## src/rtl/spmv_hbm_rd_scheduler.sv

```systemverilog
// Read-side HBM AXI3 scheduler for the SpMV vector loader: splits two linear jobs
// (ctx0 Y readback, ctx1 X prefetch) into 4 KB-safe bursts and routes R beats back by context.
module spmv_hbm_rd_scheduler #(
    parameter int unsigned MAX_OUTSTANDING = 8,
    parameter logic [5:0]  ID_BASE         = 6'h0,
    parameter int unsigned BEAT_W          = 16
) (
    input  logic                   pcie_aclk,
    input  logic                   pcie_areset,
    input  logic [1:0]             req_valid,
    output logic [1:0]             req_ready,
    input  logic [1:0][32:0]       req_addr,
    input  logic [1:0][BEAT_W-1:0] req_beats,
    output logic [1:0]             done,
    output logic [1:0]             err,
    output logic [32:0]            m_axi_hbm_araddr,
    output logic [1:0]             m_axi_hbm_arburst,
    output logic [5:0]             m_axi_hbm_arid,
    output logic [3:0]             m_axi_hbm_arlen,
    output logic [2:0]             m_axi_hbm_arsize,
    output logic                   m_axi_hbm_arvalid,
    input  logic                   m_axi_hbm_arready,
    input  logic [255:0]           m_axi_hbm_rdata,
    input  logic [5:0]             m_axi_hbm_rid,
    input  logic                   m_axi_hbm_rlast,
    input  logic [1:0]             m_axi_hbm_rresp,
    input  logic                   m_axi_hbm_rvalid,
    output logic                   m_axi_hbm_rready,
    output logic [255:0]           rd_data,
    output logic                   rd_valid,
    output logic                   rd_ctx,
    output logic                   rd_last,
    input  logic                   rd_ready
);

    typedef enum logic {ST_IDLE, ST_ISSUE} state_t;

    state_t                 state_q, state_d;
    logic [1:0][32:0]       next_addr;
    logic [1:0][BEAT_W-1:0] to_issue;
    logic [1:0][BEAT_W-1:0] to_recv;
    logic [1:0]             busy;
    logic [3:0]             outstanding;
    logic                   rr;
    logic                   ar_ctx;
    logic [4:0]             ar_len;

    logic [1:0][4:0]        burst_len;
    logic [1:0]             eligible;
    logic                   load_ar;
    logic                   sel_ctx;
    logic                   ar_hs;
    logic                   r_hs;
    logic                   r_ctx;
    logic                   r_counted;
    logic                   unused_bits;

    // Burst = min(16, remaining, beats left before the next 4 KB boundary).
    function automatic logic [4:0] calc_len(input logic [6:0] beat_off,
                                            input logic [BEAT_W-1:0] left);
        logic [7:0] to_bnd;
        logic [7:0] len;
        to_bnd = 8'd128 - {1'b0, beat_off};
        len    = 8'd16;
        if (left < BEAT_W'(16)) len = 8'(left);
        if (to_bnd < len) len = to_bnd;
        return 5'(len);
    endfunction

    assign req_ready         = ~busy;
    assign m_axi_hbm_arburst = 2'b01;
    assign m_axi_hbm_arsize  = 3'b101;
    assign m_axi_hbm_arvalid = (state_q == ST_ISSUE);
    assign m_axi_hbm_rready  = rd_ready;
    assign rd_data           = m_axi_hbm_rdata;
    assign rd_valid          = m_axi_hbm_rvalid;
    assign rd_ctx            = m_axi_hbm_rid[0];

    assign ar_hs     = m_axi_hbm_arvalid & m_axi_hbm_arready;
    assign r_hs      = m_axi_hbm_rvalid & rd_ready;
    assign r_ctx     = m_axi_hbm_rid[0];
    // Beats for a context with nothing pending are stray and never touch the accounting.
    assign r_counted = r_hs && (to_recv[r_ctx] != '0);
    assign rd_last   = (to_recv[r_ctx] == BEAT_W'(1));

    assign unused_bits = ^{req_addr[0][4:0], req_addr[1][4:0], m_axi_hbm_rid[5:1]};

    always_comb begin
        for (int c = 0; c < 2; c++) begin
            burst_len[c] = calc_len(next_addr[c][11:5], to_issue[c]);
            eligible[c]  = busy[c] && (to_issue[c] != '0);
        end
    end

    always_comb begin
        // NOTE: every output of this block gets a default first so no latch can be inferred.
        state_d = state_q;
        load_ar = 1'b0;
        sel_ctx = rr;
        if (eligible == 2'b01) sel_ctx = 1'b0;
        else if (eligible == 2'b10) sel_ctx = 1'b1;
        case (state_q)
            ST_IDLE: begin
                if ((eligible != 2'b00) && (32'(outstanding) < MAX_OUTSTANDING)) begin
                    load_ar = 1'b1;
                    state_d = ST_ISSUE;
                end
            end
            ST_ISSUE: if (m_axi_hbm_arready) state_d = ST_IDLE;
            default:  state_d = ST_IDLE;
        endcase
    end

    // NOTE: sequential state uses non-blocking assignments so every flop samples pre-edge values.
    always_ff @(posedge pcie_aclk) begin
        if (pcie_areset) state_q <= ST_IDLE;
        else             state_q <= state_d;
    end

    always_ff @(posedge pcie_aclk) begin
        if (pcie_areset) begin
            m_axi_hbm_araddr <= '0;
            m_axi_hbm_arlen  <= '0;
            m_axi_hbm_arid   <= ID_BASE;
            ar_ctx           <= 1'b0;
            ar_len           <= '0;
            outstanding      <= '0;
            rr               <= 1'b0;
        end else begin
            if (load_ar) begin
                m_axi_hbm_araddr <= next_addr[sel_ctx];
                m_axi_hbm_arlen  <= 4'(burst_len[sel_ctx] - 5'd1);
                m_axi_hbm_arid   <= ID_BASE | {5'b0, sel_ctx};
                ar_ctx           <= sel_ctx;
                ar_len           <= burst_len[sel_ctx];
            end
            if (ar_hs) rr <= ~ar_ctx;
            if (ar_hs && !(r_counted && m_axi_hbm_rlast))
                outstanding <= outstanding + 4'd1;
            else if (!ar_hs && r_counted && m_axi_hbm_rlast)
                outstanding <= outstanding - 4'd1;
        end
    end

    always_ff @(posedge pcie_aclk) begin
        if (pcie_areset) begin
            next_addr <= '0;
            to_issue  <= '0;
            to_recv   <= '0;
            busy      <= '0;
            err       <= '0;
            done      <= '0;
        end else begin
            done <= '0;
            for (int c = 0; c < 2; c++) begin
                if (req_valid[c] && !busy[c]) begin
                    next_addr[c] <= {req_addr[c][32:5], 5'b0};
                    to_issue[c]  <= req_beats[c];
                    to_recv[c]   <= req_beats[c];
                    busy[c]      <= 1'b1;
                    err[c]       <= 1'b0;
                    done[c]      <= (req_beats[c] == '0);
                end else begin
                    if (ar_hs && (ar_ctx == c[0])) begin
                        next_addr[c] <= next_addr[c] + {23'd0, ar_len, 5'd0};
                        to_issue[c]  <= to_issue[c] - BEAT_W'(ar_len);
                    end
                    if (r_counted && (r_ctx == c[0])) begin
                        to_recv[c] <= to_recv[c] - BEAT_W'(1);
                        if (m_axi_hbm_rresp != 2'b00) err[c] <= 1'b1;
                        if (to_recv[c] == BEAT_W'(1)) begin
                            done[c] <= 1'b1;
                            busy[c] <= 1'b0;
                        end
                    end else if (busy[c] && (to_recv[c] == '0)) begin
                        // Zero-length job: its done pulse was raised on accept.
                        busy[c] <= 1'b0;
                    end
                end
            end
        end
    end

endmodule
```

## config.mk

```make
export PLATFORM = sky130hd
export DESIGN_NAME = spmv_hbm_rd_scheduler
export DESIGN_NICKNAME = d
export VERILOG_FILES = /design/src/rtl/spmv_hbm_rd_scheduler.sv
export SDC_FILE = /design/constraint.sdc
export NUM_CORES = 1
export LEC_CHECK = 0
export CORE_AREA = 2 2 269 271
export CTS_BUF_LIST = sky130_fd_sc_hd__clkbuf_2 sky130_fd_sc_hd__clkbuf_4 sky130_fd_sc_hd__clkbuf_8
export DETAILED_ROUTE_END_ITERATION = 12
export DIE_AREA = 0 0 271 273
export PLACE_DENSITY = 0.47
export SLEW_MARGIN = 10
export SYNTH_ARGS = -nofsm -noshare
export SYNTH_HDL_FRONTEND = slang
export SYNTH_SLANG_ARGS = --single-unit
```

## constraint.sdc

```tcl
create_clock -name pcie_aclk -period 7.24 [get_ports pcie_aclk]
set_input_delay 0.724 -clock pcie_aclk [delete_from_list [all_inputs] [get_ports pcie_aclk]]
set_output_delay 0.724 -clock pcie_aclk [all_outputs]
set_load 0.02 [all_outputs]
```

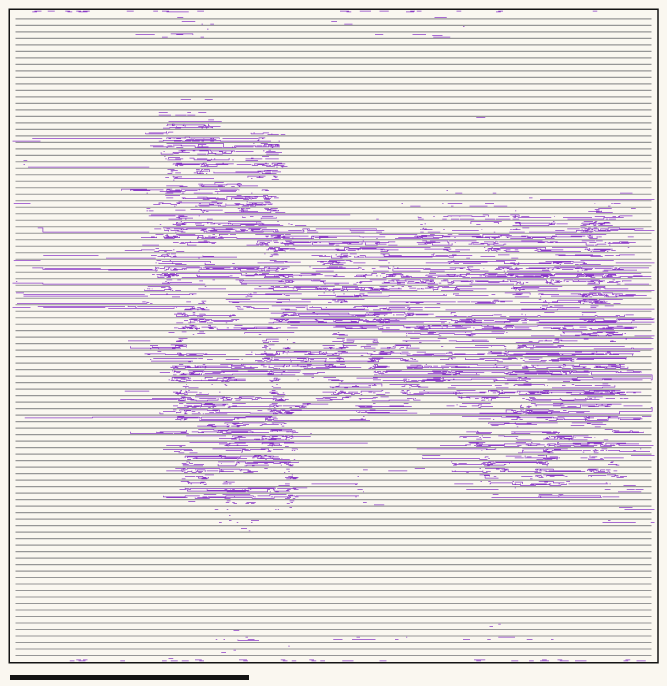
(met1 routing)
Scale bar: 100 um. Supply wires on this layer in gray.
main direction: horizontal
wire length on this layer: 16400 um
longest straight run: 83.3 um
share of all routed wire: 45%

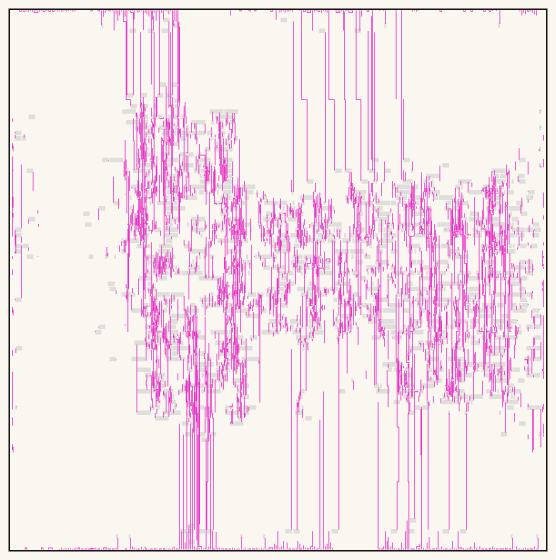
(metal 2)
longest straight run: 94.5 um
wire length on this layer: 16800 um
nets with wire on the layer: 1376
share of all routed wire: 46%

==> results.py <==
# Physical implementation metrics
metrics = {
    "run_status": {
        "status": "complete, no violations",
    },
    "synth": {
        "synthTopCellsByArea": "dfxtp_1, buf_4, ha_1",
        "yosysTopAreaCell": "dfxtp_1",
        "edf_count": 0,
        "syn_inst": 1439,
        "yosysChipArea_um2": 11780,
        "top_cell": "buf_4",
        "async_reset_ff_share_pct": 0,
        "synth_flops": 170,
        "ys_top_cells_by_count": "buf_4, dfxtp_1, nor2_1",
        "synth_cell_types": 58,
        "yosysWarnings": 0,
        "flop_cell": "dfxtp_1",
        "syn_area_per_cell_um2": 8.189,
        "yosys.area.top_type_share_pct": 28.88,
        "ys_seq_share_pct": 28.88,
        "yosys-stat-cells": 1439,
        "synth_area_um2": 11780,
    },
    "power_and_ir_drop": {
        "pwr-share-comb_pct": 29.7,
        "power.switching_uw": 964.0,
        "power_density_nw_per_um2": 217.8,
        "p_sw_share_pct": 34.88,
        "ir_drop_mv": 0.1241,
        "seqPwrFrac_pct": 41.7,
        "power-top-group": "registers",
        "leakagePower_uw": 0.004269,
        "powerSeq_uw": 1150,
        "power_frac_clock_pct": 28.6,
        "p_int_uw": 1800,
        "powerClk_uw": 790,
        "comb-power_uw": 821,
    },
    "setup_path": {
        "path_max_fanout": 8,
        "critical_path_required_ns": 7.64,
        "critPathArrivalTime_ns": 4.46,
        "crit_path_end_kind": "register",
        "cpLargestDelayFamily": "simple AND/OR/NAND/NOR gates",
        "start_kind": "register",
        "crit_cells": 13,
        "path_common_cell": "ha_1",
        "rr_startpoint": "to_issue[27]",
        "critical_path_class": "register to register",
        "r2r_end": "m_axi_hbm_arlen[2]",
        "critPathSlowestCell": "a221oi_2",
        "reg2reg_depth": 13,
        "critPathLaunch": "to_issue[27]",
        "r2r_slack_ns": 3.18,
        "cp-endpoint": "m_axi_hbm_arlen[2]",
        "path_buffers": 1,
        "crit_path_cell_trace": "nor4_1 > and3_1 > nand2_1 > ha_1 > nor3b_1 > nand4_1 > a221oi_2 > mux2_2 > mux2i_1 > inv_1 > ha_1 > xnor2_1 > a211oi_1",
        "slowest_delay_ns": 0.53,
    },
    "route": {
        "first_pass_iters": 4,
        "routed_wl_um": 36810,
        "via_per_inst": 4.075,
        "route.detailed.drc": 0,
        "vias": 9182,
        "antenna_left": 0,
        "wl_per_cell_um": 16.34,
        "first_iter_violations": 494,
    },
    "die": {
        "core_area_um2": 71000,
        "dieWidth_um": 271,
        "ios": 685,
        "die_h_um": 273,
        "fp_util_pct": 16.60,
        "die_area_um2": 73980,
        "rows": 98,
    },
    "clock_tree": {
        "cts_sinks": 170,
        "cts_setup_buffers": 0,
        "cts_root_buffer": "clkbuf_8",
        "clk_latency_ns": 0.49,
        "cts_tree": "done",
        "ctsHoldBuffers": 0,
        "numCtsBuffers": 17,
        "post_cts_resized": 0,
        "cts.clk_slew.worst_paths_ns": 0.09,
        "clock_path_buffers": 2,
        "cts_htree_levels": 4,
    },
    "placed_design": {
        "gp_congestion": 0.7913,
        "dp_hpwl_um": 28590,
        "dp_slack_ns": 3.157,
        "io_buffers": 142,
    },
    "final_layout": {
        "syn_to_final_growth_pct": 7.677,
        "nNetsFinal": 1707,
        "final_common_cell": "dfxtp_1",
        "lay_top_cells": "dfxtp_1, clkdlybuf4s50_1, nor2_1",
        "drive_gt1_share_pct": 4.916,
    },
    "timing": {
        "tns_ns": 0,
        "finalSetupViolations": 0,
        "worstMarginPinSlew_ns": 1.189,
        "layout_setup_ws_ns": 3.182,
        "final_max_slew_viol_count": 0,
        "max-slew-margin-rel_pct": 20.76,
        "max_freq_mhz": 246.4,
        "hold_viol": 0,
        "min_period_ns": 4.058,
        "fin_crit_sh_pct": 56.05,
        "rsz0062_at_grt": "no",
        "fin_skew_ns": 0.01824,
    },
    "worst_hold_path": {
        "hold_path_class": "register to register",
        "holdPathStages": 2,
        "min-delay-start": "to_recv[31]",
        "hold_end": "to_recv[31]",
    },
    "grt": {
        "grt_pass1_wl_um": 55440,
        "grt_overflow": 0,
        "grt_max_degree": 75,
        "grt_pass1_vias": 9198,
        "antenna_found_initial": 3,
        "grtUsageTotal_pct": 9.736,
    },
    "run": {
        "maxCapViolCount": 0,
        "warnings": 43,
    },
}
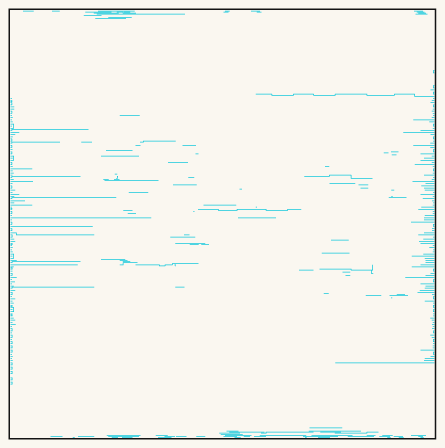
(signal wires on met3)
wire length on this layer: 2820 um
share of all routed wire: 7.6%

[per-layer routing]
layer | share of wire (%) | GRT usage (%) | vias up
li1 | - | - | 4452
met1 | 45 | 12.16 | 4298
met2 | 46 | 15.52 | 352
met3 | 7.7 | 3.541 | 74
met4 | 2.0 | 3.010 | 6
met5 | 0.16 | 0.3851 | -
[per-stage QoR]
stage                     utilization, %  instance area (um2)  instances  total power, uW  hold WS [ns]
after detailed placement           17.23                12230       2220             1999        0.4596
after CTS                          17.87                12690       2252             2798        0.4747
final                              17.87                12690       2253             2764        0.4718
after floorplan                        -                11860       1458             1902        0.4417
after global placement             17.23                12230       2220             1987        0.4528
after global routing               17.87                12690       2253             2943        0.4962
[cells by family (layout without fill, tap and decap cells)]
logic type	Yosys count	count (layout)	synth area share [%]
buf+inv	389	233	21.31
flops	170	170	28.88
xor+xnor	91	91	6.764
simple gates	412	412	17.58
compound gates	274	274	15.37
mux	52	52	4.513
other cells	2	22	0.06373
fa+ha+maj	49	49	5.511
[layout make-up]
cell class	instances	area, um2
antenna	1	2.502
clock buffer	20	262.8
clock inverter	12	188.9
fill	7934	58310
inverter	50	187.7
multi-input combinational	899	5968
sequential	170	3403
tap	950	1189
timing repair buffer	151	1486
[worst min-delay path, cell delays in order (launching register included)]
cell and delay, ns:
dfxtp_1 0.32, nand3_1 0.06, a21oi_1 0.05
[flip-flops by register name (all words and copies together) (netlist names)]
signal / flops
to_issue: 32
outstanding: 4
to_recv: 32
m_axi_hbm_arlen: 4
m_axi_hbm_arid: 1
err: 2
busy: 2
m_axi_hbm_arvalid: 1
rr: 1
m_axi_hbm_araddr: 28
next_addr: 56
ar_len: 5
done: 2
Power is estimated from default activity; no workload was simulated.
